--- config.mk ---
export PLATFORM = sky130hd
export DESIGN_NAME = pwm_deadtime
export DESIGN_NICKNAME = d
export VERILOG_FILES = /design/src/rtl/pwm_dt_pkg.sv /design/src/rtl/pwm_deadtime_channel.sv /design/src/rtl/pwm_deadtime.sv
export SDC_FILE = /design/constraint.sdc
export NUM_CORES = 1
export LEC_CHECK = 0
export CAP_MARGIN = 40
export CELL_PAD_IN_SITES_DETAIL_PLACEMENT = 1
export CELL_PAD_IN_SITES_GLOBAL_PLACEMENT = 2
export CORE_AREA = 4 4 95 97
export CTS_BUF_LIST = sky130_fd_sc_hd__clkbuf_8
export CTS_CLUSTER_SIZE = 8
export DETAILED_ROUTE_END_ITERATION = 10
export DIE_AREA = 0 0 99 101
export PLACE_DENSITY = 0.94
export SYNTH_ARGS = -nofsm -noshare
export SYNTH_HDL_FRONTEND = slang
export SYNTH_SLANG_ARGS = --single-unit
--- constraint.sdc ---
create_clock -name clk -period 3.75 [get_ports clk]
set_clock_uncertainty 0.2 [all_clocks]
set_input_delay 1.125 -clock clk [delete_from_list [all_inputs] [get_ports clk]]
set_output_delay 1.125 -clock clk [all_outputs]
set_load 0.02 [all_outputs]
--- src/rtl/pwm_dt_pkg.sv ---
// Shared types and constants for the complementary gate-drive dead-time stage.
//   dt_state_t   : per-channel half-bridge state
//   DT_MIN       : smallest dead time ever applied (a request of 0 maps here)
//   DT_W_DEFAULT : default width of the dead-time counter
package pwm_dt_pkg;

    typedef enum logic [2:0] {
        ST_OFF   = 3'd0,
        ST_DT_HI = 3'd1,
        ST_HI    = 3'd2,
        ST_DT_LO = 3'd3,
        ST_LO    = 3'd4
    } dt_state_t;

    localparam int DT_MIN       = 1;
    localparam int DT_W_DEFAULT = 6;

endpackage

--- src/rtl/pwm_deadtime_channel.sv ---
// One half-bridge: dead-time FSM, down-counter and registered gate outputs.
//   clk, rst : clock, synchronous active-high reset
//   kill     : forces OFF and clears the counter; overrides every transition
//   pwm_q    : registered PWM phase bit for this channel
//   d_eff    : effective dead time (never 0), captured on entry to a DT state
//   hi_out   : high-side gate enable
//   lo_out   : low-side gate enable
//
//   state    | meaning
//   ---------+---------------------------------------------------------
//   ST_OFF   | both switches off (reset or kill); leaves via a DT state
//   ST_DT_HI | both off, counting down before turning the high side on
//   ST_HI    | high side on
//   ST_DT_LO | both off, counting down before turning the low side on
//   ST_LO    | low side on
module dt_channel
    import pwm_dt_pkg::*;
#(
    parameter int DT_W = DT_W_DEFAULT
) (
    input  logic            clk,
    input  logic            rst,
    input  logic            kill,
    input  logic            pwm_q,
    input  logic [DT_W-1:0] d_eff,
    output logic            hi_out,
    output logic            lo_out
);

    localparam logic [DT_W-1:0] CNT_ONE = DT_W'(DT_MIN);

    dt_state_t       state, state_nxt;
    logic [DT_W-1:0] cnt, cnt_nxt;

    always_ff @(posedge clk) begin
        if (rst) begin
            state  <= ST_OFF;
            cnt    <= '0;
            hi_out <= 1'b0;
            lo_out <= 1'b0;
        end else begin
            state  <= state_nxt;
            cnt    <= cnt_nxt;
            // Outputs are a registered decode of the next state, so they
            // always match the state register with no extra cycle of delay.
            hi_out <= (state_nxt == ST_HI);
            lo_out <= (state_nxt == ST_LO);
        end
    end

    always_comb begin
        state_nxt = state;
        cnt_nxt   = cnt;
        if (kill) begin
            state_nxt = ST_OFF;
            cnt_nxt   = '0;
        end else begin
            case (state)
                ST_OFF: begin
                    state_nxt = pwm_q ? ST_DT_HI : ST_DT_LO;
                    cnt_nxt   = d_eff;
                end
                ST_LO: begin
                    if (pwm_q) begin
                        state_nxt = ST_DT_HI;
                        cnt_nxt   = d_eff;
                    end
                end
                ST_HI: begin
                    if (!pwm_q) begin
                        state_nxt = ST_DT_LO;
                        cnt_nxt   = d_eff;
                    end
                end
                ST_DT_HI: begin
                    // Pulse shorter than the dead time: the high side never
                    // turned on, so the low side may return immediately.
                    if (!pwm_q) begin
                        state_nxt = ST_LO;
                        cnt_nxt   = '0;
                    end else if (cnt == CNT_ONE) begin
                        state_nxt = ST_HI;
                        cnt_nxt   = '0;
                    end else begin
                        cnt_nxt = cnt - CNT_ONE;
                    end
                end
                ST_DT_LO: begin
                    if (pwm_q) begin
                        state_nxt = ST_HI;
                        cnt_nxt   = '0;
                    end else if (cnt == CNT_ONE) begin
                        state_nxt = ST_LO;
                        cnt_nxt   = '0;
                    end else begin
                        cnt_nxt = cnt - CNT_ONE;
                    end
                end
                default: begin
                    state_nxt = ST_OFF;
                    cnt_nxt   = '0;
                end
            endcase
        end
    end

endmodule

--- src/rtl/pwm_deadtime.sv ---
// Complementary gate-drive stage with programmable dead time, latched fault
// shutdown and an enable gate.
//   clk, rst     : clock, synchronous active-high reset
//   en           : 1 = drive bridges, 0 = all outputs low (not latched)
//   dead_cycles  : dead time in clk cycles (0 behaves as 1)
//   pwm_in       : PWM phase bits, one per half-bridge
//   fault_in     : external fault, active-high
//   fault_clr    : single-cycle pulse clearing the latched fault
//   hi_out       : high-side gate enables
//   lo_out       : low-side gate enables
//   fault_active : latched fault status
module pwm_deadtime
    import pwm_dt_pkg::*;
#(
    parameter int CHANNELS = 4,
    parameter int DT_W     = DT_W_DEFAULT
) (
    input  logic                clk,
    input  logic                rst,
    input  logic                en,
    input  logic [DT_W-1:0]     dead_cycles,
    input  logic [CHANNELS-1:0] pwm_in,
    input  logic                fault_in,
    input  logic                fault_clr,
    output logic [CHANNELS-1:0] hi_out,
    output logic [CHANNELS-1:0] lo_out,
    output logic                fault_active
);

    localparam logic [DT_W-1:0] D_MIN = DT_W'(DT_MIN);

    logic [CHANNELS-1:0] pwm_q;
    logic                fault_q;
    logic                en_q;
    logic                kill;
    logic [DT_W-1:0]     d_eff;

    always_ff @(posedge clk) begin
        if (rst) begin
            pwm_q   <= '0;
            fault_q <= 1'b0;
            en_q    <= 1'b0;
        end else begin
            pwm_q   <= pwm_in;
            fault_q <= fault_in;
            en_q    <= en;
        end
    end

    // A fault still present at fault_q wins over a simultaneous clear.
    always_ff @(posedge clk) begin
        if (rst) begin
            fault_active <= 1'b0;
        end else if (fault_q) begin
            fault_active <= 1'b1;
        end else if (fault_clr) begin
            fault_active <= 1'b0;
        end
    end

    // fault_q is the latch's set term; including it here lets the bridges
    // shut off on the same edge the latch sets, two edges after fault_in.
    assign kill  = fault_active | fault_q | ~en_q;
    assign d_eff = (dead_cycles == '0) ? D_MIN : dead_cycles;

    for (genvar i = 0; i < CHANNELS; i++) begin : g_ch
        dt_channel #(
            .DT_W (DT_W)
        ) u_ch (
            .clk    (clk),
            .rst    (rst),
            .kill   (kill),
            .pwm_q  (pwm_q[i]),
            .d_eff  (d_eff),
            .hi_out (hi_out[i]),
            .lo_out (lo_out[i])
        );
    end

endmodule
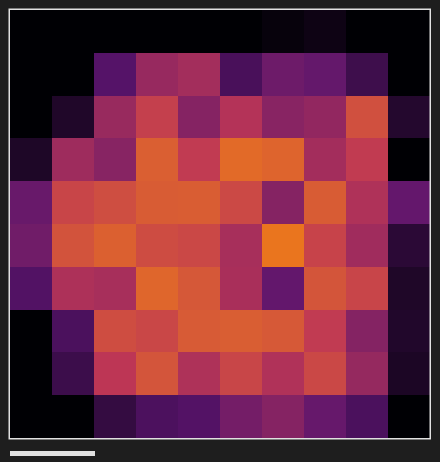
cell_density.png
Bar = 20 µm. 10 x 10 tiles, from black (low) to pale yellow (high), 0 to 100% covered.
mean over tiles: 33%
nearly empty tiles: 19%
densest ninth of the die: center

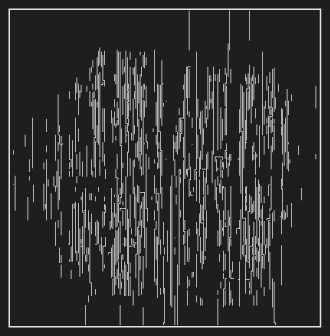
layer_met2.png
longest straight run: 42.2 µm
wire length on this layer: 4100 µm
nets with wire on the layer: 351
Vias: 2809
drt total wl: 8.605 mm
M2 GR Usage: 0.3027

==> results.txt <==
yosys + openroad results -> top cell category combinational gates, NonClk Buf Share 0.07985, min-delay worst type flip-flop to flip-flop, clock root buffer clkbuf_8, leakage 1.287 nW, Placement Setup Slack 553.2 ps, number of fill cells 967, Signal buffers 29, Synth cell types 58, cts-stage hold buffer count 0, biggest regs g_ch.u_ch.cnt (24), g_ch.u_ch.state (12), area grow syn2layout 11.22%, critical path arrival 2900 ps, DIE WIDTH 99 µm, cell family with most CP delay simple AND/OR/NAND/NOR gates, Final HPWL DP 6.321 mm, Seq/total area 0.2962, grt ovf 0, nonclk inv count 20, Max IR drop VDD 0.1491 mV, CP endpoint kind flip-flop, Post-synth ARST share 0, outcome finished clean, Worst slew margin 0.5205, CTS max path bufs 2, Fin. Hold Viols 0, largest net degree at the start of global routing 21, global-route wire length before repair 14.48 mm, post-route cell area 0.003447 mm², initial antenna violation count 0, nets@finish 416, ANT nets after route 0, drt via density 5.629, DRT iter0 DRCs 85, RSZ-0062 raised after global routing false, Setup Viol. Count Final 0, register share after synthesis 0.3294, Site Rows 33, Top cells by area dfxtp_1 (33%), a21oi_1 (6.1%), o21a_1 (4.1%), GP Congestion 0.8222, CP required 3790 ps, Synth top cell by count dfxtp_1, cell area after synthesis 0.003099 mm², Most used DFF post-synth dfxtp_1, logic share of the area 0.5372, drt drc 0, CP Launch Type input port, warnings from Yosys 0, Syn Nets 412, Initial Util 0.3810, die height 101 µm, Gate Count Post-Synth 389, tap cells 105, Mapped Avg Cell Area 7.967 µm², Setup TNS 0 ps, layout clock buffer count 5, ANT cells 0, Comb gate area 0.001852 mm², Worst Path Buf+Inv 2, Flops 51, CP Max Fanout 20, ratio of cells with drive above 1 in the final layout 0.06599, Gates resized, CTS repair 0, worst-skew pair later-pin latency 310 ps, min Tclk post-route 2862 ps, critical path cell sequence clkdlybuf4s50_1, or4b_1, buf_4, or3_1, o31ai_1, measured slew at the worst slew-check pin 717.6 ps, max cap viols 0, Post-CTS Setup Repair Bufs 0, ys cells 389, cell area power density 308.3 mW/mm²
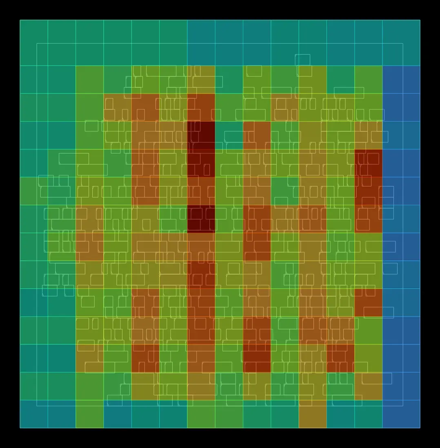
congestion.png
met1 Use GR: 0.2294
Avg WL per Cell: 17.24 µm
GRT Max-Usage Layer: met2
met3 usage: 0.02907
Total GRT Usage: 0.1775

-- worst paths after layout --
path / start / endpoint / slack, ps / cells after the start
max: rst / g_ch[2].u_ch.cnt[0] / 890 / 5
min: fault_q / fault_active / 300 / 2
max reg2reg: fault_active / g_ch[0].u_ch.cnt[3] / 1620 / 5
min reg2reg: fault_q / fault_active / 300 / 2
-- layer usage --
metal | vias up | wire, µm | share of wire
met5 | - | 0 | 0
met4 | 0 | 121 | 0.014
met3 | 10 | 275 | 0.032
met2 | 39 | 4102 | 0.48
met1 | 1362 | 4106 | 0.48
li1 | 1398 | - | -
-- cell families after synthesis --
group	synth area share
AOI/OAI and AO/OA	0.2717
and+or+nand+nor	0.2390
xor gates and xnor gates	0.03109
buffers and inverters	0.07307
DFF	0.3294
adders and majority gates	0.03230
muxes	0.02342
-- per-stage QoR --
step | std cells | hold WS [ps] | power [W] | utilization
2_1_floorplan | 389 | 235.9 | 0.0006795 | -
3_3_place_gp | 491 | 258.0 | 0.0007271 | 0.4124
3_5_place_dp | 491 | 272.8 | 0.0007334 | 0.4124
4_1_cts | 499 | 300.1 | 0.001075 | 0.4238
5_1_grt | 499 | 327.1 | 0.001112 | 0.4238
6_report | 499 | 299.0 | 0.001063 | 0.4238
-- where the power goes --
group          internal, W  switching, W  leakage (nW)
Clock             0.000134      0.000207        0.0408
Sequential        0.000556     0.0000284         0.415
Combinational    0.0000656     0.0000713         0.832
-- cell usage in the layout, fill, tap and decap left out, types with 6 or more instances in the layout --
cell	n
buf_4	6
nor2_1	28
nor3_1	18
inv_1	20
clkdlybuf4s50_1	23
nand2_1	28
nor3b_1	8
o21ai_0	15
a21oi_1	38
or3_1	9
nor2b_1	14
dfxtp_1	51
ha_1	8
xnor2_1	6
o21a_1	17
Power is estimated from default activity; no workload was simulated.
